--- src/rtl/multicycle_controller.sv ---
// multicycle_controller: sequencing FSM for a multicycle MIPS datapath with
// a shared memory that may stretch FETCH, MEMRD and MEMWR via mem_ready.
module multicycle_controller (
    input  logic       clk,
    input  logic       reset,
    input  logic [5:0] op,
    input  logic [5:0] funct,
    input  logic       Zero,
    input  logic       mem_ready,
    output logic       MemRead,
    output logic       MemWrite,
    output logic       IorD,
    output logic       IRWrite,
    output logic       RegDst,
    output logic       MemtoReg,
    output logic       RegWrite,
    output logic       ALUSrcA,
    output logic [1:0] ALUSrcB,
    output logic [2:0] ALUControl,
    output logic [1:0] PCSrc,
    output logic       PCEn,
    output logic       illegal_op,
    output logic [3:0] state_o
);
    typedef enum logic [3:0] {
        FETCH  = 4'd0,
        DECODE = 4'd1,
        MEMADR = 4'd2,
        MEMRD  = 4'd3,
        MEMWB  = 4'd4,
        MEMWR  = 4'd5,
        EXEC   = 4'd6,
        ALUWB  = 4'd7,
        BRANCH = 4'd8,
        ADDIEX = 4'd9,
        ADDIWB = 4'd10,
        JUMP   = 4'd11
    } state_t;

    state_t state_q, state_d;
    logic   pc_write, branch;

    always_ff @(posedge clk or negedge reset)
        if (!reset) state_q <= FETCH;
        else        state_q <= state_d;

    assign state_o = state_q;

    always_comb begin
        MemRead    = 1'b0;
        MemWrite   = 1'b0;
        IorD       = 1'b0;
        IRWrite    = 1'b0;
        RegDst     = 1'b0;
        MemtoReg   = 1'b0;
        RegWrite   = 1'b0;
        ALUSrcA    = 1'b0;
        ALUSrcB    = 2'b00;
        ALUControl = 3'b010;
        PCSrc      = 2'b00;
        illegal_op = 1'b0;
        pc_write   = 1'b0;
        branch     = 1'b0;
        state_d    = FETCH;
        // While reset is held every strobe stays low, FETCH included.
        if (reset) begin
            case (state_q)
                FETCH: begin
                    MemRead  = 1'b1;
                    ALUSrcB  = 2'b01;
                    IRWrite  = mem_ready;
                    pc_write = mem_ready;
                    state_d  = mem_ready ? DECODE : FETCH;
                end
                DECODE: begin
                    ALUSrcB = 2'b11;
                    case (op)
                        6'b100011, 6'b101011: state_d = MEMADR;
                        6'b000000:            state_d = EXEC;
                        6'b000100:            state_d = BRANCH;
                        6'b001000:            state_d = ADDIEX;
                        6'b000010:            state_d = JUMP;
                        default:              illegal_op = 1'b1;
                    endcase
                end
                MEMADR: begin
                    ALUSrcA = 1'b1;
                    ALUSrcB = 2'b10;
                    state_d = (op == 6'b100011) ? MEMRD : MEMWR;
                end
                MEMRD: begin
                    MemRead = 1'b1;
                    IorD    = 1'b1;
                    state_d = mem_ready ? MEMWB : MEMRD;
                end
                MEMWB: begin
                    MemtoReg = 1'b1;
                    RegWrite = 1'b1;
                end
                MEMWR: begin
                    MemWrite = 1'b1;
                    IorD     = 1'b1;
                    state_d  = mem_ready ? FETCH : MEMWR;
                end
                EXEC: begin
                    ALUSrcA = 1'b1;
                    state_d = ALUWB;
                    case (funct)
                        6'b100000: ALUControl = 3'b010;
                        6'b100010: ALUControl = 3'b110;
                        6'b100100: ALUControl = 3'b000;
                        6'b100101: ALUControl = 3'b001;
                        6'b101010: ALUControl = 3'b111;
                        default: begin
                            illegal_op = 1'b1;
                            state_d    = FETCH;
                        end
                    endcase
                end
                ALUWB: begin
                    RegDst   = 1'b1;
                    RegWrite = 1'b1;
                end
                BRANCH: begin
                    ALUSrcA    = 1'b1;
                    ALUControl = 3'b110;
                    PCSrc      = 2'b01;
                    branch     = 1'b1;
                end
                ADDIEX: begin
                    ALUSrcA = 1'b1;
                    ALUSrcB = 2'b10;
                    state_d = ADDIWB;
                end
                ADDIWB: RegWrite = 1'b1;
                JUMP: begin
                    PCSrc    = 2'b10;
                    pc_write = 1'b1;
                end
                default: state_d = FETCH;
            endcase
        end
        PCEn = pc_write | (branch & Zero);
    end
endmodule
--- config.mk ---
export PLATFORM = sky130hd
export DESIGN_NAME = multicycle_controller
export DESIGN_NICKNAME = d
export VERILOG_FILES = /design/src/rtl/multicycle_controller.sv
export SDC_FILE = /design/constraint.sdc
export NUM_CORES = 1
export LEC_CHECK = 0
export CORE_ASPECT_RATIO = 0.7
export CORE_MARGIN = 8
export CORE_UTILIZATION = 35
export CTS_CLUSTER_DIAMETER = 120
export CTS_CLUSTER_SIZE = 28
export DETAILED_ROUTE_END_ITERATION = 16
export HOLD_SLACK_MARGIN = 0.06
export PLACE_DENSITY = 0.73
export SLEW_MARGIN = 30
export SYNTH_ARGS = -nofsm -noshare
export SYNTH_HDL_FRONTEND = slang
export SYNTH_SLANG_ARGS = --single-unit
--- constraint.sdc ---
create_clock -name clk -period 2.34 [get_ports clk]
set_clock_uncertainty 0.2 [all_clocks]
set_input_delay 0.468 -clock clk [delete_from_list [all_inputs] [get_ports clk]]
set_output_delay 0.468 -clock clk [all_outputs]
set_load 0.05 [all_outputs]
The metal 3 layer:
Drawn at 4 px/um. Cells faint in the background.
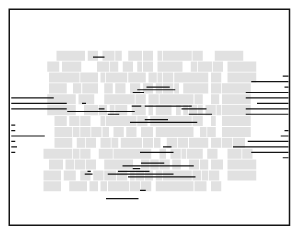
nets with wire on the layer: 40
share of all routed wire: 9.7%
wire length on this layer: 319 um
main direction: horizontal

Wiring heat map:
Drawn at 6 px/um. The die is cut into 14 by 11 equal tiles; dark blue is low, red is high, scaled to the fullest tile. Values are wire area over tile area, all layers added.
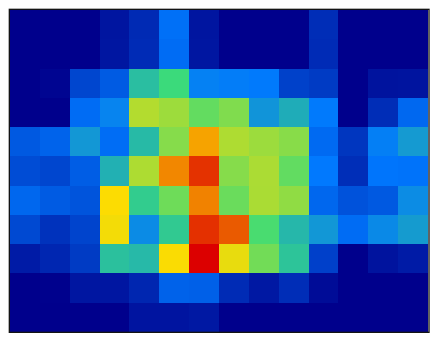
fullest tile: 0.62
emptiest ninth of the die: top right
tiles over half the peak: 19%
densest ninth of the die: middle

Cell outlines without signal wires:
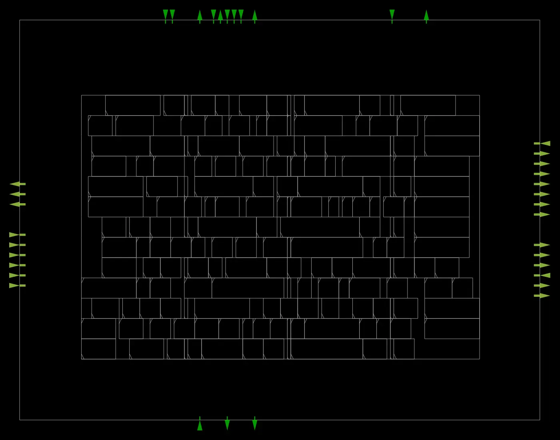
Tap Count: 22
Seq cells: 4
Seq/total area: 0.0676
Post-Route Utilization: 0.844

Nets reached from selected ports:
Drawn at 6 px/um.
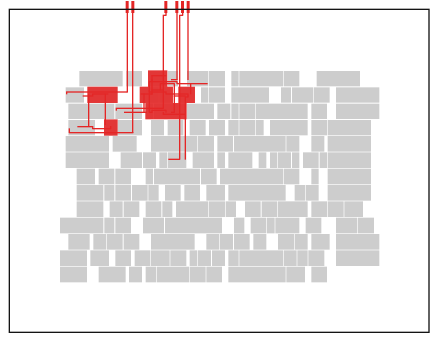
[funct] red | bits: 6 | direction: input | end cells: 8 | buffers: 6 | wire: 221 um

cell type report:
class / instances / area (um2)
multi-input cells: 79 / 649
inverters: 1 / 3.75
repair buffers: 69 / 781
flip-flops and latches: 4 / 108
fillers: 121 / 295
well taps: 22 / 27.5
clock buffers: 3 / 22.5
power breakdown:
| part | internal [mW] | switching, mW |
|---|---|---|
| Combinational | 0.0912 | 0.0940 |
| Sequential | 0.0711 | 0.00117 |
| Clock | 0.0580 | 0.0375 |
metal layers:
metal | track usage | vias to the layer above | wire length [um]
li1 | - | 471 | -
met1 | 0.181 | 471 | 1340
met2 | 0.292 | 67 | 1540
met3 | 0.0422 | 13 | 318
met4 | 0.0498 | 0 | 99
met5 | 0 | - | 0
==> results.yml <==
# flow metrics
placed_design:
  dp.cells: 165
  port_buffers: 36
  place_ws_ns: -0.358
  place_congestion: 0.909
  place_area_um2: 1450
  place_hpwl_um: 2260
job:
  warnings: 29
  cap_viol_max_count: 0
die:
  die_x_um: 69.7
  fp.dieH_um: 53.6
  die_area_um2: 3740
  rows: 13
  io_pins: 37
  core_util_floorplan: 0.375
  core_area_um2: 1890
synthesis:
  top_cells_by_count: "nor2_1 (13), nand2b_1 (6), dfrtp_1 (4), nand2_1 (4), nor3_1 (4)"
  synthTopLogicFamily: "simple AND/OR/NAND/NOR gates"
  synth-main-ff-cell: "dfrtp_1"
  top_cell_area_share: 0.142
  ys_chip_area_um2: 707
  edf_count: 0
  synth_area_um2: 707
  ys_sh_simple: 0.508
  synth_top_cell_by_count: "nor2_1"
  aoi_share: 0.228
  syn-instance-count: 90
  synthArstFlopShare: 1.00
  ys_cells: 90
  synth_cell_types: 43
  ys_seq_share: 0.142
  mux_share: 0.0212
  ys.flops: 4
  yosys.area.top_type: "dfrtp_1"
  syn_nets: 106
  ys_sh_xor: 0.0248
  synthTopCellsByArea: "dfrtp_1 (14%), nor2_1 (6.9%), nor4_4 (6.0%)"
  yosysWarnings: 0
  syn_area_per_cell_um2: 7.85
outcome:
  status: "complete, but fails checks"
  failed_checks: "negative setup slack"
cts:
  holdBufCountCts: 0
  cts.clk_slew.worst_paths_ns: 0.04
  cts_max_path_buffers: 2
  numCtsBuffers: 3
  post-cts-setup-buffers: 3
  cts_tree: "done"
  post_cts_resize_count: 12
  clock_latency_ns: 0.25
  cts_num_sinks: 4
final_timing:
  maxSlewHeadroom: 0.781
  finalSetupViolations: 1
  whs_ns: 0.277
  fmax_ghz: 0.420
  slew_violations: 0
  setup_slack_ns: -0.0426
  period_needed_ns: 2.38
  setup_tns_ns: -0.0426
  hold_viol_final: 0
  rsz0062_at_grt: "yes"
  worstMarginPinSlew_ns: 0.328
  fin_crit_sh: 1.02
power_and_ir_drop:
  cellPowerDensity_nw_per_um2: 222
  vdd_drop_max_v: 0.000207
  p_leak_nw: 0.707
  finalPower_mw: 0.353
finish:
  layout-drive-gt1-share: 0.564
  largest_reg_flops: 4
  final_cell_count_no_fill: 178
  antenna_cells: 0
  lay_top_cells: "buf_4 (35), buf_12 (17), nor2_1 (10)"
  area_delta_synth_final_pct: 125
  fin_area_um2: 1590
  lay_top_count: "buf_4"
  layout.nets: 174
grt:
  grt_max_degree: 16
  grt_first_pass_wirelength_um: 4880
  antenna_found_initial: 0
  gr-total-overflow: 0
  grt_pass1_vias: 1011
  grt.total_usage: 0.158
worst_setup_path:
  crit_cells: 5
  r2r_slack_ns: 0.40
  r2r-end: "state_o[2]"
  r2r_start: "state_o[1]"
  startpoint: "funct[0]"
  crit_family: "buffers and inverters"
  crit_arrival_ns: 1.71
  worstRegToRegCells: 6
  cpMaxStageDelayCell: "or3_1"
  endpoint: "illegal_op"
  endpoint_kind: "output port"
  path_max_fanout: 3
  max_stage_delay_ns: 0.31
  path_class: "in -> out"
  cp-start-kind: "primary input"
  cp.required_ns: 1.67
  worstPathCellList: "dlygate4sd2_1 > mux2_4 > or3_1 > a32o_2 > buf_12"
  path_buffers: 2
route:
  wl_um: 3290
  drc: 0
  vias: 1022
  drt-initial-drc-count: 68
  vias_per_cell: 5.74
  routedWlPerCell_um: 18.5
  drt_pass1_iterations: 4
  ant_nets: 0
hold_path:
  min_path_type: "in -> async"
Power and IR drop assume default switching activity.
